File: config.mk
export PLATFORM = sky130hd
export DESIGN_NAME = ram_port_b_arbiter
export DESIGN_NICKNAME = d
export VERILOG_FILES = /design/src/rtl/ram_port_b_arbiter.sv
export SDC_FILE = /design/constraint.sdc
export NUM_CORES = 1
export LEC_CHECK = 0
export CAP_MARGIN = 20
export CORE_AREA = 2 2 79 81
export CTS_CLUSTER_SIZE = 8
export DETAILED_ROUTE_END_ITERATION = 6
export DIE_AREA = 0 0 81 83
export PLACE_DENSITY_LB_ADDON = 0.3
export SKIP_CTS_REPAIR_TIMING = 1
export SLEW_MARGIN = 15
export SYNTH_ARGS = -nofsm -noshare
export SYNTH_HDL_FRONTEND = slang
export SYNTH_SLANG_ARGS = --single-unit
File: constraint.sdc
create_clock -name clk -period 1.9 [get_ports clk]
set_clock_uncertainty 0.05 [all_clocks]
set_input_delay 0.19 -clock clk [delete_from_list [all_inputs] [get_ports clk]]
set_output_delay 0.19 -clock clk [all_outputs]
set_load 0.02 [all_outputs]
File: src/rtl/ram_port_b_arbiter.sv
// Port B arbiter for the shared I/D RAM: r0 = CPU load/store, r1 = loader/debug, per-cycle round robin.
// Define MEM_ARB_LOCK_EN to enable locked ownership (OWN0/OWN1 states, lock_cnt timeout, lock_err).
module ram_port_b_arbiter #(
    parameter int ADDR_W   = 11,
    parameter int DATA_W   = 32,
    parameter int LOCK_MAX = 16
) (
    input  logic              clk,
    input  logic              rst_n,
    input  logic              r0_req,
    input  logic              r1_req,
    input  logic              r0_we,
    input  logic              r1_we,
    input  logic [ADDR_W-1:0] r0_addr,
    input  logic [ADDR_W-1:0] r1_addr,
    input  logic [DATA_W-1:0] r0_wdata,
    input  logic [DATA_W-1:0] r1_wdata,
    input  logic              r0_lock,
    input  logic              r1_lock,
    output logic              r0_gnt,
    output logic              r1_gnt,
    output logic              r0_rvalid,
    output logic              r1_rvalid,
    output logic [DATA_W-1:0] rdata,
    output logic [ADDR_W-1:0] ram_addr2,
    output logic              ram_w_en2,
    output logic [DATA_W-1:0] ram_in2,
    input  logic [DATA_W-1:0] ram_data2,
    output logic              lock_err
);

    typedef enum logic [1:0] {
        ST_IDLE = 2'd0,
        ST_OWN0 = 2'd1,
        ST_OWN1 = 2'd2
    } state_t;

    state_t     state_q, state_d;
    logic       rr_last_q, rr_last_d;
    logic [1:0] rvalid_q, rvalid_d;
    logic       gnt0, gnt1;
    logic       force_rr, force_rr_val;

    // rr_last_q names the requester granted most recently; a tie goes to the other one.
    always_comb begin
        gnt0 = 1'b0;
        gnt1 = 1'b0;
        case (state_q)
            ST_OWN0: gnt0 = r0_req;
            ST_OWN1: gnt1 = r1_req;
            default: begin
                if (r0_req && r1_req) begin
                    gnt0 = rr_last_q;
                    gnt1 = !rr_last_q;
                end else begin
                    gnt0 = r0_req;
                    gnt1 = r1_req;
                end
            end
        endcase
        if (!rst_n) begin
            gnt0 = 1'b0;
            gnt1 = 1'b0;
        end
    end

    // With no grant the port idles as a harmless read at r0's address.
    always_comb begin
        ram_addr2 = gnt1 ? r1_addr  : r0_addr;
        ram_in2   = gnt1 ? r1_wdata : r0_wdata;
        ram_w_en2 = (gnt0 && r0_we) || (gnt1 && r1_we);
    end

    always_comb begin
        rvalid_d  = {gnt1 && !r1_we, gnt0 && !r0_we};
        rr_last_d = rr_last_q;
        if (gnt1) begin
            rr_last_d = 1'b1;
        end else if (gnt0) begin
            rr_last_d = 1'b0;
        end
        if (force_rr) begin
            rr_last_d = force_rr_val;
        end
    end

`ifdef MEM_ARB_LOCK_EN
    localparam int CNT_W = (LOCK_MAX > 2) ? $clog2(LOCK_MAX) : 1;

    logic [CNT_W-1:0] lock_cnt_q, lock_cnt_d;
    logic             lock_err_q, lock_err_d;

    always_comb begin
        state_d      = state_q;
        lock_cnt_d   = lock_cnt_q;
        lock_err_d   = 1'b0;
        force_rr     = 1'b0;
        force_rr_val = 1'b0;
        case (state_q)
            ST_OWN0: begin
                lock_cnt_d = lock_cnt_q + CNT_W'(1);
                if (lock_cnt_q == CNT_W'(LOCK_MAX - 1)) begin
                    state_d      = ST_IDLE;
                    lock_cnt_d   = '0;
                    lock_err_d   = 1'b1;
                    force_rr     = 1'b1;
                    force_rr_val = 1'b0;
                end else if ((gnt0 && !r0_lock) || (!r0_req && !r0_lock)) begin
                    state_d = ST_IDLE;
                end
            end
            ST_OWN1: begin
                lock_cnt_d = lock_cnt_q + CNT_W'(1);
                if (lock_cnt_q == CNT_W'(LOCK_MAX - 1)) begin
                    state_d      = ST_IDLE;
                    lock_cnt_d   = '0;
                    lock_err_d   = 1'b1;
                    force_rr     = 1'b1;
                    force_rr_val = 1'b1;
                end else if ((gnt1 && !r1_lock) || (!r1_req && !r1_lock)) begin
                    state_d = ST_IDLE;
                end
            end
            default: begin
                state_d    = ST_IDLE;
                lock_cnt_d = '0;
                if (gnt0 && r0_lock) begin
                    state_d = ST_OWN0;
                end else if (gnt1 && r1_lock) begin
                    state_d = ST_OWN1;
                end
            end
        endcase
    end

    always_ff @(posedge clk or negedge rst_n) begin
        if (!rst_n) begin
            lock_cnt_q <= '0;
            lock_err_q <= 1'b0;
        end else begin
            lock_cnt_q <= lock_cnt_d;
            lock_err_q <= lock_err_d;
        end
    end

    assign lock_err = lock_err_q;
`else
    // Lock inputs and LOCK_MAX have no effect in the pure round-robin build.
    logic unused_lock;
    assign unused_lock = r0_lock ^ r1_lock ^ (LOCK_MAX > 0);

    always_comb begin
        state_d      = ST_IDLE;
        force_rr     = 1'b0;
        force_rr_val = 1'b0;
    end

    assign lock_err = 1'b0;
`endif

    always_ff @(posedge clk or negedge rst_n) begin
        if (!rst_n) begin
            state_q   <= ST_IDLE;
            rr_last_q <= 1'b1;
            rvalid_q  <= 2'b00;
        end else begin
            state_q   <= state_d;
            rr_last_q <= rr_last_d;
            rvalid_q  <= rvalid_d;
        end
    end

    assign r0_gnt    = gnt0;
    assign r1_gnt    = gnt1;
    assign r0_rvalid = rvalid_q[0];
    assign r1_rvalid = rvalid_q[1];
    assign rdata     = ram_data2;

endmodule

### Cell outlines without signal wires

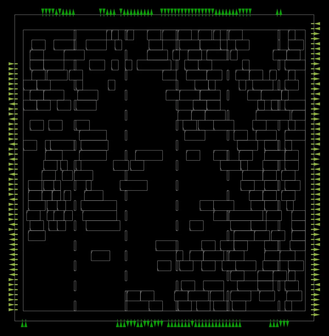
final core utilization: 41.4%
count of filler cells inserted in the layout: 593
non-filler instance count after layout: 289
tap cell count: 75

### Signal wires on met1

Supply wires on this layer in grey.
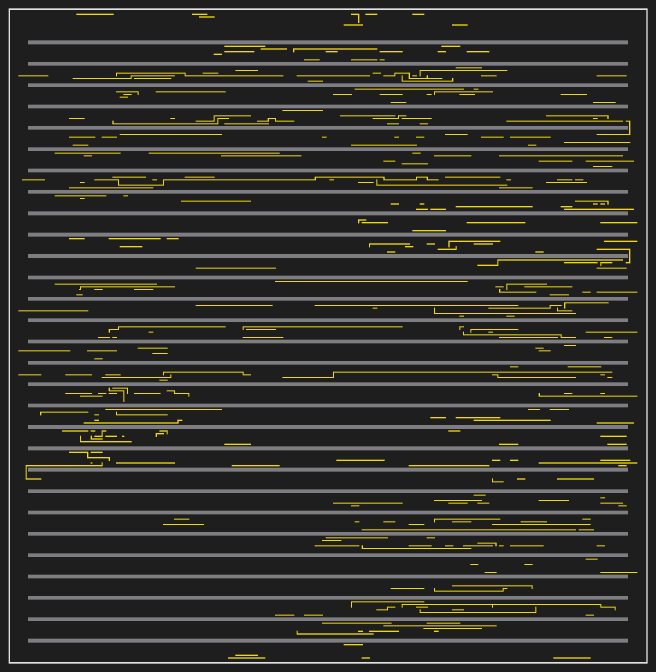
share of all routed wire	33%
wire length on this layer	1540 microns
nets with wire on the layer	252
met1 Resource Use GR: 10.6%
final WL: 4740 microns
routed vias: 1155

### Metal layers overlaid

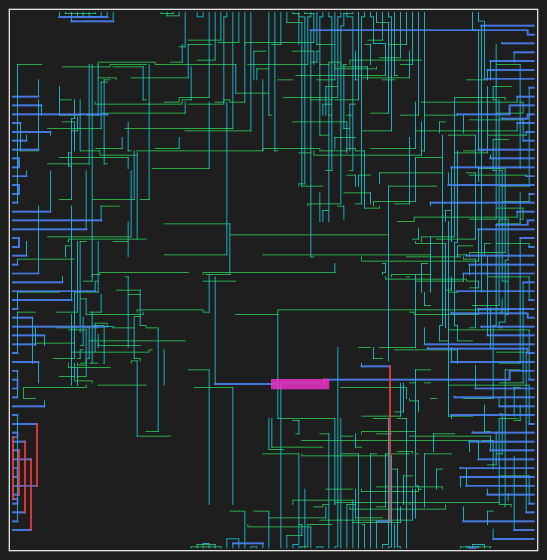
colour	layer	wire length
blue	met3	693 microns
green	met1	1540 microns
magenta	met5	7.40 microns
cyan	met2	2420 microns
red	met4	72.1 microns
total routing usage reported by global routing: 11.8%
per-cell routed wire length: 16.4 microns

==> run summary <==
The synthesis and PnR run went through. The flow ran to the end, but the final reports show violations. The checks that failed: negative setup slack. First-pass GRT wire length landed at 6000 microns. Chip area landed at 6720 sq um. Signal routing reaches up to met5. Power attributed to the clock group landed at 182 uW. Post-synthesis instance area landed at 1080 sq um. Count of TritonRoute iterations in the first routing pass landed at 3.

Routed length on met2 landed at 2420 microns. Looking at the clock tree report, the H-tree level count equals 1. Final worst-path setup slack landed at -54.5 ps. X dimension of the die landed at 81 microns. Post-route clock period utilization landed at 103%. In the synthesized netlist, the number of instances is 96.

For this run, the final setup violation count is recorded as 29. Per the final layout report, the fraction of cells sized above drive strength 1 comes to 48.6%. Yosys stat chip area landed at 1080 sq um. Portion of total power attributed to sequential cells landed at 8.2%. Timing would allow up to 0.512 GHz. The leakage power in the latest report is 0.00120 uW. STA classifies the critical path startpoint as a flip-flop. The synthesis report lists the Yosys warning total as 0. Global routing finished with a remaining overflow of 0. Post-DP HPWL landed at 4110 microns.

Counting flops with a built-in enable in the synthesized netlist gives 0. In the setup report, the worst path falls into the class flip-flop to primary output. Per the log, the first TritonRoute iteration ended with a DRC count of 11.

The number of antenna diodes in the final layout is 0. Walking the worst path, the cells encountered are nand2_2, nand3_4, buf_12, buf_12, mux2_2, buf_2. For this run, the slowest stage of the critical path takes 540 ps. After synthesis, the netlist uses 18 different library cells.

After detailed routing, the wire length on met1 is 1540 microns. The number of clock buffers added by TritonCTS is 3. In this run the clock root is driven by a sky130_fd_sc_hd__clkbuf_8. Site row count landed at 28. Number of violations of the max-capacitance limit landed at 0. For reference, the post-synthesis area per instance comes to 11.2 sq um.

The internal portion of the total power is 646 uW. Instance area after placement landed at 2360 sq um. Global routing consumed, on the met2 layer, 23.1% of the routing resources. Switching share of total power landed at 31.7%.

Minimum clock period landed at 1950 ps. Power per cell area landed at 393 nW/um^2. Per report_power, the combinational group accounts for 72.5% of the total. At the end of the flow, the number of nets in the layout was 341. The longest clock path from root to sink contains 2 buffers. The synthesis report lists the most area-consuming cells as sky130_fd_sc_hd__mux2_4 53%, sky130_fd_sc_hd__buf_4 23%, sky130_fd_sc_hd__mux2_2 5.2%. The critical path's slowest stage uses the library cell sky130_fd_sc_hd__dfstp_2.

The most frequently used library cell after synthesis is sky130_fd_sc_hd__mux2_4. TritonCTS built the clock tree.
### Signal metal coverage by tile

16 x 17 tiles, from black (low) to pale yellow (high), scaled to the fullest tile. Values are wire area over tile area, all layers added.
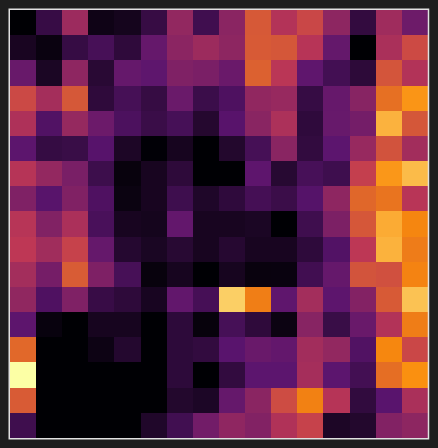
tiles over half the peak	16%
mean over tiles	0.12
emptiest ninth of the die	centre
fullest tile	0.44
nearly empty tiles	11%
densest ninth of the die	east

### Cells coloured by class

Scale bar: 20 microns. Fill, decap, tap and diode cells in grey.
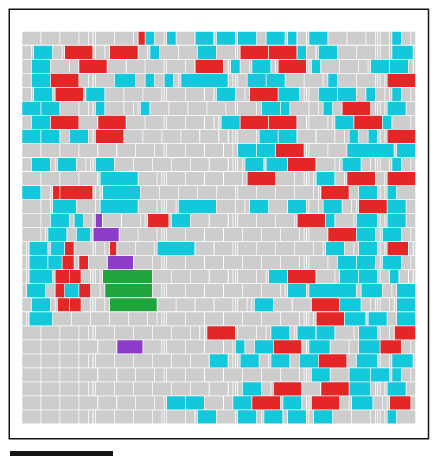
colour	class	cells	share of their area
cyan	other buffers and delay cells	151	64%
purple	clock drivers and dummy loads	4	1.9%
red	all other logic	56	31%
green	flip-flops	3	3.3%

logic make-up (layout without fill, tap and decap cells):
kind of cell | count (synthesis) | count (layout) | synth area share [%]
compound gates | 3 | 3 | 1.74
other cells | 1 | 1 | 0.349
mux | 43 | 43 | 58.3
buf+inv | 38 | 156 | 27.6
flops | 3 | 3 | 7.09
simple gates | 8 | 8 | 5.00
worst reg2reg max path: cells and delay by family (launching register included):
kind          cells  cell delay, ps
flops             1             540
simple gates      3             410
buf+inv           1             110
metrics by stage:
step                setup TNS [ps]  cells  worst slack (ps)
CTS                         -17810    284              -446
finish                        -579    289             -54.5
global route                 -1810    289              -101
global placement            -13630    280              -347
detailed placement          -14450    280              -372
floorplan                        0     96               371
placed cells by master (no fill, tap or decap):
master | Yosys | routed
sky130_fd_sc_hd__a21boi_0 | 1 | 1
sky130_fd_sc_hd__a21oi_1 | 1 | 1
sky130_fd_sc_hd__a31oi_1 | 1 | 1
sky130_fd_sc_hd__and3_1 | 1 | 1
sky130_fd_sc_hd__buf_12 | 0 | 5
sky130_fd_sc_hd__buf_2 | 0 | 7
sky130_fd_sc_hd__buf_4 | 33 | 4
sky130_fd_sc_hd__buf_6 | 4 | 15
sky130_fd_sc_hd__clkbuf_1 | 0 | 1
sky130_fd_sc_hd__clkbuf_16 | 0 | 3
sky130_fd_sc_hd__clkbuf_2 | 0 | 21
sky130_fd_sc_hd__clkbuf_8 | 0 | 3
sky130_fd_sc_hd__clkdlybuf4s50_1 | 0 | 93
sky130_fd_sc_hd__conb_1 | 1 | 1
sky130_fd_sc_hd__dfrtp_1 | 2 | 2
sky130_fd_sc_hd__dfstp_2 | 1 | 1
sky130_fd_sc_hd__dlymetal6s2s_1 | 0 | 3
sky130_fd_sc_hd__inv_1 | 1 | 1
sky130_fd_sc_hd__mux2_2 | 5 | 5
sky130_fd_sc_hd__mux2_4 | 38 | 38
sky130_fd_sc_hd__nand2_2 | 0 | 1
sky130_fd_sc_hd__nand2b_1 | 1 | 1
sky130_fd_sc_hd__nand3_1 | 2 | 2
sky130_fd_sc_hd__nand3_4 | 1 | 1
sky130_fd_sc_hd__nor2_1 | 1 | 1
sky130_fd_sc_hd__nor2b_1 | 1 | 1
sequential cells by signal, summed over array words and instances, names as in the netlist:
signal / count
rr_last_q: 1
rvalid_q: 2
final timing paths:
path / start / endpoint / slack, ps / cells past startpoint
max in group asynchronous: rst_n / rr_last_q$_DFFE_PN1P_ / 1300 / 2
min: rst_n / rvalid_q[1]$_DFF_PN0_ / 310 / 2
max reg2reg: rr_last_q$_DFFE_PN1P_ / rvalid_q[0]$_DFF_PN0_ / 720 / 4
min in group clk: ram_data2[16] / rdata[16] / 330 / 0
min reg2reg: rr_last_q$_DFFE_PN1P_ / rr_last_q$_DFFE_PN1P_ / 610 / 3
max: rr_last_q$_DFFE_PN1P_ / ram_addr2[2] / -50 / 6
area by class of cell:
cell class | count | area (sq um)
Tap cell | 75 | 93.8
Clock buffer | 4 | 45.0
Inverter | 1 | 3.75
Timing Repair Buffer | 151 | 1480
Multi-Input combinational cell | 55 | 706
Sequential cell | 3 | 76.3
Fill cell | 593 | 3410
Power is estimated from default activity; no workload was simulated.
